Fig. 1: run 1, floorplan with the power grid
Drawn at 1.5 px/um. Pins as bars on the die edge.
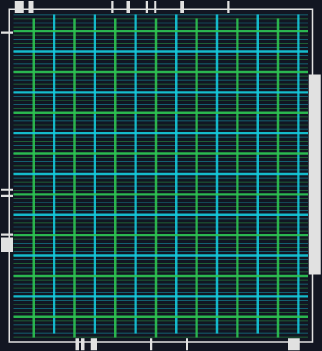
Fig. 2: run 1, cells colored by class
Drawn at 1 px/um. Fill, decap, tap and diode cells in gray.
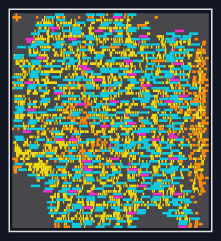
Fig. 3: run 1, clock network drawn from the DEF
Drawn at 2 px/um.
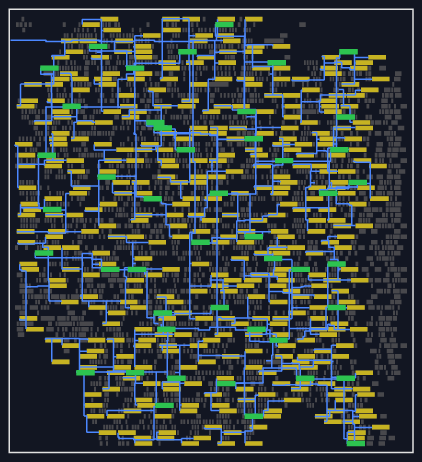
### config.mk
export PLATFORM = sky130hd
export DESIGN_NAME = otp_scheduler_flat
export DESIGN_NICKNAME = d
export VERILOG_FILES = /design/src/rtl/otp_scheduler_pkg.sv /design/src/rtl/otp_scheduler_if.sv /design/src/rtl/cryptor.sv /design/src/rtl/otp_key_fifo.sv /design/src/rtl/otp_scheduler.sv /design/src/flat_wrapper.sv
export SDC_FILE = /design/constraint.sdc
export NUM_CORES = 1
export LEC_CHECK = 0
export ABC_AREA = 1
export CORE_ASPECT_RATIO = 1.1
export CORE_MARGIN = 2
export CORE_UTILIZATION = 47
export CTS_CLUSTER_SIZE = 10
export DETAILED_ROUTE_END_ITERATION = 7
export GPL_TIMING_DRIVEN = 0
export PLACE_DENSITY = 0.66
export SLEW_MARGIN = 25
export SYNTH_ARGS = -nofsm -noshare
export SYNTH_HDL_FRONTEND = slang
export SYNTH_HIERARCHICAL = 1
export SYNTH_SLANG_ARGS = --single-unit
### constraint.sdc
create_clock -name clk -period 10.51 [get_ports clk]
set_input_delay 2.102 -clock clk [delete_from_list [all_inputs] [get_ports clk]]
set_output_delay 2.102 -clock clk [all_outputs]
set_load 0.1 [all_outputs]
### src/rtl/otp_scheduler_pkg.sv
// Shared constants for the one-time-pad scheduler: word width, requester id width,
// FSM state encodings and the cryptor transfer function.
`ifndef KEY_SIZE
`define KEY_SIZE 32
`endif

package otp_scheduler_pkg;

  localparam int unsigned KEY_SIZE = `KEY_SIZE;
  localparam int unsigned ID_W     = 1;

  localparam logic [1:0] StIdle  = 2'd0;
  localparam logic [1:0] StIssue = 2'd1;
  localparam logic [1:0] StResp  = 2'd2;

  // Encrypt and decrypt are the same operation.
  function automatic logic [KEY_SIZE-1:0] otp_xor(input logic [KEY_SIZE-1:0] msg,
                                                  input logic [KEY_SIZE-1:0] key);
    return msg ^ key;
  endfunction

endpackage

### src/rtl/otp_scheduler_if.sv
// Key push, two request ports and the response port of the OTP scheduler, bundled.
interface otp_scheduler_if #(
  parameter int unsigned KEY_DEPTH = 8
) ();
  import otp_scheduler_pkg::*;

  localparam int unsigned CntW = $clog2(KEY_DEPTH + 1);

  logic [KEY_SIZE-1:0] key_in;
  logic                key_in_valid;
  logic                key_in_ready;
  logic [KEY_SIZE-1:0] req0_msg;
  logic                req0_valid;
  logic                req0_ready;
  logic [KEY_SIZE-1:0] req1_msg;
  logic                req1_valid;
  logic                req1_ready;
  logic [KEY_SIZE-1:0] rsp_data;
  logic [ID_W-1:0]     rsp_id;
  logic                rsp_valid;
  logic                rsp_ready;
  logic [CntW-1:0]     key_count;
  logic                busy;

  modport master (
    output key_in, key_in_valid, req0_msg, req0_valid, req1_msg, req1_valid, rsp_ready,
    input  key_in_ready, req0_ready, req1_ready, rsp_data, rsp_id, rsp_valid, key_count, busy
  );

  modport slave (
    input  key_in, key_in_valid, req0_msg, req0_valid, req1_msg, req1_valid, rsp_ready,
    output key_in_ready, req0_ready, req1_ready, rsp_data, rsp_id, rsp_valid, key_count, busy
  );

endinterface

### src/rtl/cryptor.sv
// OTP XOR datapath with a fixed clock-to-out latency of Lat register stages.
module cryptor import otp_scheduler_pkg::*; #(
  parameter int unsigned Width = KEY_SIZE,
  parameter int unsigned Lat   = 1
) (
  input  logic             clk,
  input  logic             rst,
  input  logic [Width-1:0] msg,
  input  logic [Width-1:0] key,
  output logic [Width-1:0] out
);

  logic [Width-1:0] pipe_q [Lat];

  always_ff @(posedge clk or posedge rst) begin
    if (rst) begin
      for (int i = 0; i < Lat; i++) pipe_q[i] <= '0;
    end else begin
      pipe_q[0] <= otp_xor(msg, key);
      for (int i = 1; i < Lat; i++) pipe_q[i] <= pipe_q[i-1];
    end
  end

  assign out = pipe_q[Lat-1];

endmodule

### src/rtl/otp_key_fifo.sv
// Key word FIFO: every popped slot is zeroed so a used key never lingers in storage.
module otp_key_fifo import otp_scheduler_pkg::*; #(
  parameter int unsigned Width = KEY_SIZE,
  parameter int unsigned Depth = 8,
  localparam int unsigned PtrW = $clog2(Depth),
  localparam int unsigned CntW = $clog2(Depth + 1)
) (
  input  logic             clk,
  input  logic             rst,
  input  logic             push,
  input  logic [Width-1:0] push_data,
  input  logic             pop,
  output logic [Width-1:0] pop_data,
  output logic [CntW-1:0]  count
);

  logic [Width-1:0] mem_q [Depth];
  logic [PtrW-1:0]  rd_ptr_q, wr_ptr_q;
  logic [CntW-1:0]  count_q;
  logic             push_ok, pop_ok;

  // A push while full is taken only when a pop frees the slot in the same cycle.
  assign pop_ok  = pop && (count_q != '0);
  assign push_ok = push && ((count_q < CntW'(Depth)) || pop_ok);

  always_ff @(posedge clk or posedge rst) begin
    if (rst) begin
      for (int i = 0; i < Depth; i++) mem_q[i] <= '0;
      rd_ptr_q <= '0;
      wr_ptr_q <= '0;
      count_q  <= '0;
    end else begin
      // When full, rd and wr pointers alias: the push write must win over the wipe.
      if (pop_ok) begin
        mem_q[rd_ptr_q] <= '0;
        rd_ptr_q        <= rd_ptr_q + 1'b1;
      end
      if (push_ok) begin
        mem_q[wr_ptr_q] <= push_data;
        wr_ptr_q        <= wr_ptr_q + 1'b1;
      end
      if (push_ok && !pop_ok) begin
        count_q <= count_q + 1'b1;
      end else if (pop_ok && !push_ok) begin
        count_q <= count_q - 1'b1;
      end
    end
  end

  assign pop_data = mem_q[rd_ptr_q];
  assign count    = count_q;

endmodule

### src/rtl/otp_scheduler.sv
// Shares one OTP cryptor between two requesters; each grant consumes and wipes one key word.
module otp_scheduler import otp_scheduler_pkg::*; #(
  parameter int unsigned KEY_DEPTH = 8,
  parameter int unsigned CRYPT_LAT = 1
) (
  input logic            clk,
  input logic            rst,
  otp_scheduler_if.slave bus
);

  localparam int unsigned CntW = $clog2(KEY_DEPTH + 1);
  localparam int unsigned LatW = (CRYPT_LAT > 1) ? $clog2(CRYPT_LAT + 1) : 1;

  logic [1:0]          state_q;
  logic [LatW-1:0]     lat_q;
  logic                last_q;
  logic [ID_W-1:0]     id_q;
  logic [KEY_SIZE-1:0] msg_q, key_q, data_q;
  logic                valid_q;

  logic [CntW-1:0]     count;
  logic [KEY_SIZE-1:0] pop_key, crypt_out;
  logic                gnt0, gnt1, grant;

  // Round robin: on a tie the requester that was not served last wins.
  always_comb begin
    gnt0 = 1'b0;
    gnt1 = 1'b0;
    if (state_q == StIdle && count != '0) begin
      if (bus.req0_valid && bus.req1_valid) begin
        gnt0 = last_q;
        gnt1 = !last_q;
      end else begin
        gnt0 = bus.req0_valid;
        gnt1 = bus.req1_valid;
      end
    end
  end

  assign grant = gnt0 | gnt1;

  otp_key_fifo #(
    .Width (KEY_SIZE),
    .Depth (KEY_DEPTH)
  ) u_key_fifo (
    .clk       (clk),
    .rst       (rst),
    .push      (bus.key_in_valid),
    .push_data (bus.key_in),
    .pop       (grant),
    .pop_data  (pop_key),
    .count     (count)
  );

  cryptor #(
    .Width (KEY_SIZE),
    .Lat   (CRYPT_LAT)
  ) u_cryptor (
    .clk (clk),
    .rst (rst),
    .msg (msg_q),
    .key (key_q),
    .out (crypt_out)
  );

  always_ff @(posedge clk or posedge rst) begin
    if (rst) begin
      state_q <= StIdle;
      lat_q   <= '0;
      last_q  <= 1'b1;
      id_q    <= '0;
      msg_q   <= '0;
      key_q   <= '0;
      data_q  <= '0;
      valid_q <= 1'b0;
    end else begin
      unique case (state_q)
        StIdle: begin
          if (grant) begin
            msg_q   <= gnt1 ? bus.req1_msg : bus.req0_msg;
            key_q   <= pop_key;
            id_q    <= ID_W'(gnt1);
            last_q  <= gnt1;
            lat_q   <= LatW'(CRYPT_LAT);
            state_q <= StIssue;
          end
        end
        StIssue: begin
          if (lat_q == '0) begin
            data_q  <= crypt_out;
            valid_q <= 1'b1;
            state_q <= StResp;
          end else begin
            lat_q <= lat_q - 1'b1;
          end
        end
        StResp: begin
          if (bus.rsp_ready) begin
            data_q  <= '0;
            valid_q <= 1'b0;
            msg_q   <= '0;
            key_q   <= '0;
            state_q <= StIdle;
          end
        end
        default: state_q <= StIdle;
      endcase
    end
  end

  assign bus.key_in_ready = count < CntW'(KEY_DEPTH);
  assign bus.key_count    = count;
  assign bus.req0_ready   = gnt0;
  assign bus.req1_ready   = gnt1;
  assign bus.rsp_data     = data_q;
  assign bus.rsp_id       = id_q;
  assign bus.rsp_valid    = valid_q;
  assign bus.busy         = state_q != StIdle;

endmodule

### src/flat_wrapper.sv
// flat-port wrapper written by rule: the top's interface ports become plain ports
module otp_scheduler_flat import otp_scheduler_pkg::*;
#(
  parameter int unsigned KEY_DEPTH = 8,
  parameter int unsigned CRYPT_LAT = 1
)
  (clk, rst, bus_key_in, bus_key_in_valid, bus_req0_msg, bus_req0_valid, bus_req1_msg, bus_req1_valid, bus_rsp_ready, bus_key_in_ready, bus_req0_ready, bus_req1_ready, bus_rsp_data, bus_rsp_id, bus_rsp_valid, bus_key_count, bus_busy);
  otp_scheduler_if #(.KEY_DEPTH(KEY_DEPTH)) bus_i ();
  input logic clk;
  input logic rst;
  input wire logic [$bits(bus_i.key_in)-1:0] bus_key_in;
  input wire logic [$bits(bus_i.key_in_valid)-1:0] bus_key_in_valid;
  input wire logic [$bits(bus_i.req0_msg)-1:0] bus_req0_msg;
  input wire logic [$bits(bus_i.req0_valid)-1:0] bus_req0_valid;
  input wire logic [$bits(bus_i.req1_msg)-1:0] bus_req1_msg;
  input wire logic [$bits(bus_i.req1_valid)-1:0] bus_req1_valid;
  input wire logic [$bits(bus_i.rsp_ready)-1:0] bus_rsp_ready;
  output wire logic [$bits(bus_i.key_in_ready)-1:0] bus_key_in_ready;
  output wire logic [$bits(bus_i.req0_ready)-1:0] bus_req0_ready;
  output wire logic [$bits(bus_i.req1_ready)-1:0] bus_req1_ready;
  output wire logic [$bits(bus_i.rsp_data)-1:0] bus_rsp_data;
  output wire logic [$bits(bus_i.rsp_id)-1:0] bus_rsp_id;
  output wire logic [$bits(bus_i.rsp_valid)-1:0] bus_rsp_valid;
  output wire logic [$bits(bus_i.key_count)-1:0] bus_key_count;
  output wire logic [$bits(bus_i.busy)-1:0] bus_busy;
  assign bus_i.key_in = bus_key_in;
  assign bus_i.key_in_valid = bus_key_in_valid;
  assign bus_i.req0_msg = bus_req0_msg;
  assign bus_i.req0_valid = bus_req0_valid;
  assign bus_i.req1_msg = bus_req1_msg;
  assign bus_i.req1_valid = bus_req1_valid;
  assign bus_i.rsp_ready = bus_rsp_ready;
  assign bus_key_in_ready = bus_i.key_in_ready;
  assign bus_req0_ready = bus_i.req0_ready;
  assign bus_req1_ready = bus_i.req1_ready;
  assign bus_rsp_data = bus_i.rsp_data;
  assign bus_rsp_id = bus_i.rsp_id;
  assign bus_rsp_valid = bus_i.rsp_valid;
  assign bus_key_count = bus_i.key_count;
  assign bus_busy = bus_i.busy;
  otp_scheduler #(.KEY_DEPTH(KEY_DEPTH), .CRYPT_LAT(CRYPT_LAT)) u_core (.clk(clk), .rst(rst), .bus(bus_i));
endmodule
==> reports/metrics.csv, run 1 <==
stage,metric,value,unit
run_status,status,"finished, final reports clean",
worst_setup_path,r2r_cells,17,
power_and_ir_drop,clock_net_power,1.42,mW
cells_and_area,layout.nonclk_buf_share,9.019,%
routing,viasPerCell,5.140,
timing,max_freq,0.1524,GHz
yosys,top_cell_area_share,49.71,%
timing,rsz0062_at_grt,no,
clocking,hold_buffers,0,
yosys,top_cells_by_count,"nand2_1, dfrtp_1, inv_1",
cells_and_area,top_register,u_core/u_key_fifo/mem_q,
grt,overflow,0,
cells_and_area,fin_util,55.16,%
grt,grt_max_degree,97,
grt,grt_usage,27.10,%
clocking,clkTransAtPathRegs,0.06,ns
placement,dp_hpwl,42670,um
clocking,cts_made_buffers,46,
timing,max-slew-margin-rel,33.00,%
timing,skew,0.02233,ns
clocking,ctsLongestPathBuffers,3,
cells_and_area,drive_above_1_share,7.604,%
job,warnings,26,
power_and_ir_drop,p_switching,3.461,mW
cells_and_area,design.seq.count,400,
cells_and_area,dominant_cells,registers,
placement,place_congestion,0.8981,
power_and_ir_drop,p_leak,12.45,nW
floorplan,ioPinCount,144,
placement,place_inst,3381,
cells_and_area,sh_seq_area,43.00,%
worst_setup_path,reg2reg_slack,6.83,ns
yosys,yosysTopAreaCell,dfrtp_1,
cells_and_area,clockBufferCount,65,
yosys,yosysUniqueCellTypes,31,
yosys,netlist_area,20090,um2
yosys,yosys_warnings,6,
yosys,synth-adder-area-share,0.4111,%
grt,grt_pass1_vias,17370,
routing,routedWlPerCell,17.29,um
floorplan,die_w,201.1,um
cells_and_area,n_fill_cell,4046,
yosys,ys_area,20090,um2
timing,maxSlewViolCount,0,
timing,finalSetupTns,0,ns
timing,fin_crit,6.561,ns
cells_and_area,comb_area,7976,um2
timing,final-hold-violation-count,0,
clocking,cts_tree,built,
cells_and_area,final_common_cell,nand2_1,
yosys,synthMuxAreaShare,0,%
power_and_ir_drop,ir_drop,0.2407,mV
placement,io_buffers,111,
floorplan,die_area,44410,um2
cells_and_area,area_growth,15.90,%
placement,pre_cts_ws,3.952,ns
worst_setup_path,cp.arrival,4.46,ns
yosys,top_cell,nand2_1,
timing,period_used_share,62.43,%
yosys,yosys_cells,2700,
yosys,fp_nets,2808,
min_path,hold_depth,2,
cells_and_area,comb_area_share,34.26,%
job,maxCapViolCount,0,
power_and_ir_drop,largestPowerGroup,combinational logic,
power_and_ir_drop,power.share.clock,18.8,%
power_and_ir_drop,power_frac_seq,34.0,%
floorplan,fp_util,47.59,%
cells_and_area,clock_area_share,5.466,%
clocking,worstSkewPairLatency,0.56,ns
cells_and_area,seq_area,10010,um2
yosys,postSynthSeqShare,49.84,%
routing,ant_nets,0,
power_and_ir_drop,p_int,4.094,mW
worst_setup_path,cp-start-kind,primary input,
timing,hold-worst-slack,0.4718,ns
routing,routed_wl,59640,um
yosys,xor_share,0.3488,%
power_and_ir_drop,powerDensity,324.5,nW/um2
Notes on Fig. 1 above:
Key: cyan = VDD; green = VSS
14 straps on met4. The core has 79 rows.

Notes on Fig. 2 above:
Key: cyan = flip-flops [cells 400]; magenta = clock drivers and dummy loads [cells 66]; yellow = all other logic [cells 2111]; orange = other buffers and delay cells [cells 303]

Notes on Fig. 3 above:
Key: yellow = flip-flops [count 400]; green = cells driving clock nets [count 46]; blue = clock wires [length 5170 um]
Position of the flops: widely spread.

run 1: metal layers:
metal	vias to the layer above	share of wire [%]	global-route usage (%)	wire length, um
met3	106	6.8	3.594	4068
met5	-	0	0	0
met4	0	2.9	9.319	1749
met1	8359	42	36.10	25270
li1	8652	-	-	-
met2	612	48	45.65	28550
run 1: worst max-delay path, cell delays in order:
cell             delay (ns)
clkdlybuf4s50_1        0.47
inv_1                  0.07
a21oi_4                0.21
nand3_4                0.18
buf_2                  0.23
inv_1                  0.07
clkdlybuf4s50_1        1.12
==> run 2: changes to the inputs <==
--- a/config.mk
+++ b/config.mk
@@ -12,7 +12,7 @@
 export CTS_CLUSTER_SIZE = 10
 export DETAILED_ROUTE_END_ITERATION = 7
 export GPL_TIMING_DRIVEN = 0
-export PLACE_DENSITY = 0.66
+export PLACE_DENSITY = 0.69
 export SLEW_MARGIN = 25
 export SYNTH_ARGS = -nofsm -noshare
 export SYNTH_HDL_FRONTEND = slang
==> constraint.sdc (replaced) <==
create_clock -name clk -period 5.5 [get_ports clk]
set_input_delay 1.1 -clock clk [delete_from_list [all_inputs] [get_ports clk]]
set_output_delay 1.1 -clock clk [all_outputs]
set_load 0.1 [all_outputs]
Fig. 4: run 2, cells colored by class
Drawn at 1 px/um. Fill, decap, tap and diode cells in gray.
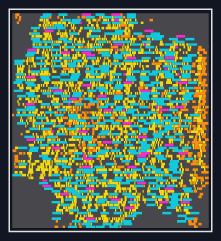
Key: orange = other buffers and delay cells [cells 310]; magenta = clock drivers and dummy loads [cells 65]; yellow = all other logic [cells 2111]; cyan = flip-flops [cells 400]

==> run 2 against run 1 <==
- worst hold slack worse by 0.0022 ns
- combinational power increased by 91%
- core utilization up 0.30 points
- first-iteration DRC count increased by 15%
- clock skew up 0.0027 ns
- synthesized cell count unchanged
- power is 91% higher
- sequential power increased by 91%
- final cell count grew 0.20%
- largest power group unchanged
- highest routed layer is now met5
==> reports/metrics.csv, run 2 <==
stage,metric,value,unit
cells_and_area,final_common_cell,nand2_1,
worst_setup_path,crit_family,buffers and inverters,
cells_and_area,drive_above_1_share,7.831,%
routing,routed_wl,59500,um
cells_and_area,nNetsFinal,2977,
power_and_ir_drop,power_frac_seq,34.0,%
cells_and_area,layout.cells.non_filler,3456,
clocking,hold_buffers,0,
yosys,ys_area,20090,um2
floorplan,fp_util,47.59,%
power_and_ir_drop,p_int,7.832,mW
floorplan,die_w,201.1,um
timing,final-hold-violation-count,0,
worst_setup_path,cp.arrival,3.46,ns
timing,maxSlewViolCount,0,
yosys,top_cells_by_count,"nand2_1, dfrtp_1, inv_1",
floorplan,ioPinCount,144,
timing,hold-worst-slack,0.4696,ns
floorplan,die_area,44410,um2
yosys,postSynthSeqShare,49.84,%
timing,rsz0062_at_grt,no,
grt,grt_pass1_vias,17580,
worst_setup_path,cp.depth,7,
cells_and_area,n_fill_cell,4012,
cells_and_area,fin_util,55.46,%
worst_setup_path,crit_chain,clkdlybuf4s50_1 -> inv_1 -> a21oi_4 -> nand3_4 -> buf_2 -> inv_1 -> clkdlybuf4s50_1,
worst_setup_path,reg2reg_slack,1.79,ns
cells_and_area,area_growth,16.53,%
worst_setup_path,slowest_delay,1.12,ns
timing,finalSetupTns,0,ns
timing,max-slew-margin-rel,32.49,%
power_and_ir_drop,p_leak,12.51,nW
clocking,clkTransAtPathRegs,0.05,ns
yosys,top_cell,nand2_1,
yosys,fp_nets,2808,
run_status,status,"finished, final reports clean",
yosys,synthMuxAreaShare,0,%
grt,grt_max_degree,76,
worst_setup_path,slowest_stage,clkdlybuf4s50_1,
job,maxCapViolCount,0,
placement,pre_cts_ws,0.9461,ns
yosys,yosysTopAreaCell,dfrtp_1,
yosys,yosys_warnings,6,
min_path,hold_depth,2,
worst_setup_path,cp-start-kind,primary input,
placement,place_congestion,0.9006,
routing,viasPerCell,5.179,
clocking,ctsLongestPathBuffers,3,
yosys,synth-adder-area-share,0.4111,%
yosys,top_cell_area_share,49.71,%
power_and_ir_drop,p_switching,6.636,mW
yosys,netlist_area,20090,um2
power_and_ir_drop,powerDensity,618.1,nW/um2
power_and_ir_drop,largestPowerGroup,combinational logic,
placement,dp_hpwl,42900,um
routing,ant_nets,0,
placement,place_inst,3388,
power_and_ir_drop,ir_drop,0.4226,mV
worst_setup_path,path_buffers,5,
yosys,yosys_cells,2700,
worst_setup_path,r2r_cells,17,
clocking,postCtsSetupBuffers,0,
grt,overflow,0,
yosys,yosysUniqueCellTypes,31,
Fig. 5: run 2, clock network drawn from the DEF
Drawn at 2 px/um.
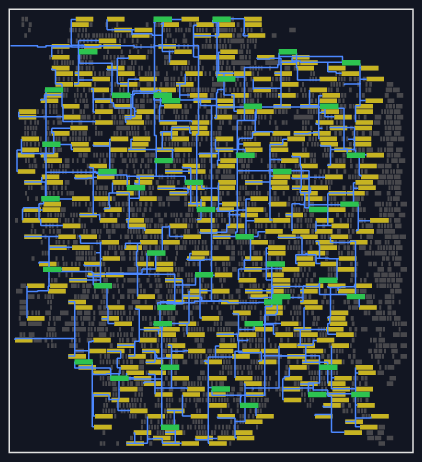
Clk pwr share: 18.8%
Clock Skews: 0.02499 ns
Clock net power: 2.72 mW
latest clock arrival within the worst-skew pair: 0.56 ns

-- run 2: cell counts after synthesis --
Identical to the previous run, type by type.
-- run 2: final cells by class --
type	instances	area, um2	share of cell area (%)
Buffer	189	905.9	3.870
Clock inverter	1	8.758	0.03742
Multi-Input combinational cell	1793	7976	34.08
Inverter	318	1202	5.137
Antenna cell	3	7.507	0.03207
Sequential cell	400	10010	42.77
Timing Repair Buffer	121	1326	5.666
Tap cell	567	709.4	3.031
Clock buffer	64	1260	5.383
-- run 2: layer usage --
layer	wire length, um	vias up	global-route usage [%]
li1	-	8654	-
met1	24710	8427	35.45
met2	28350	691	45.37
met3	4389	125	4.300
met4	2033	2	9.797
met5	13	-	0
Power is estimated from default activity; no workload was simulated.
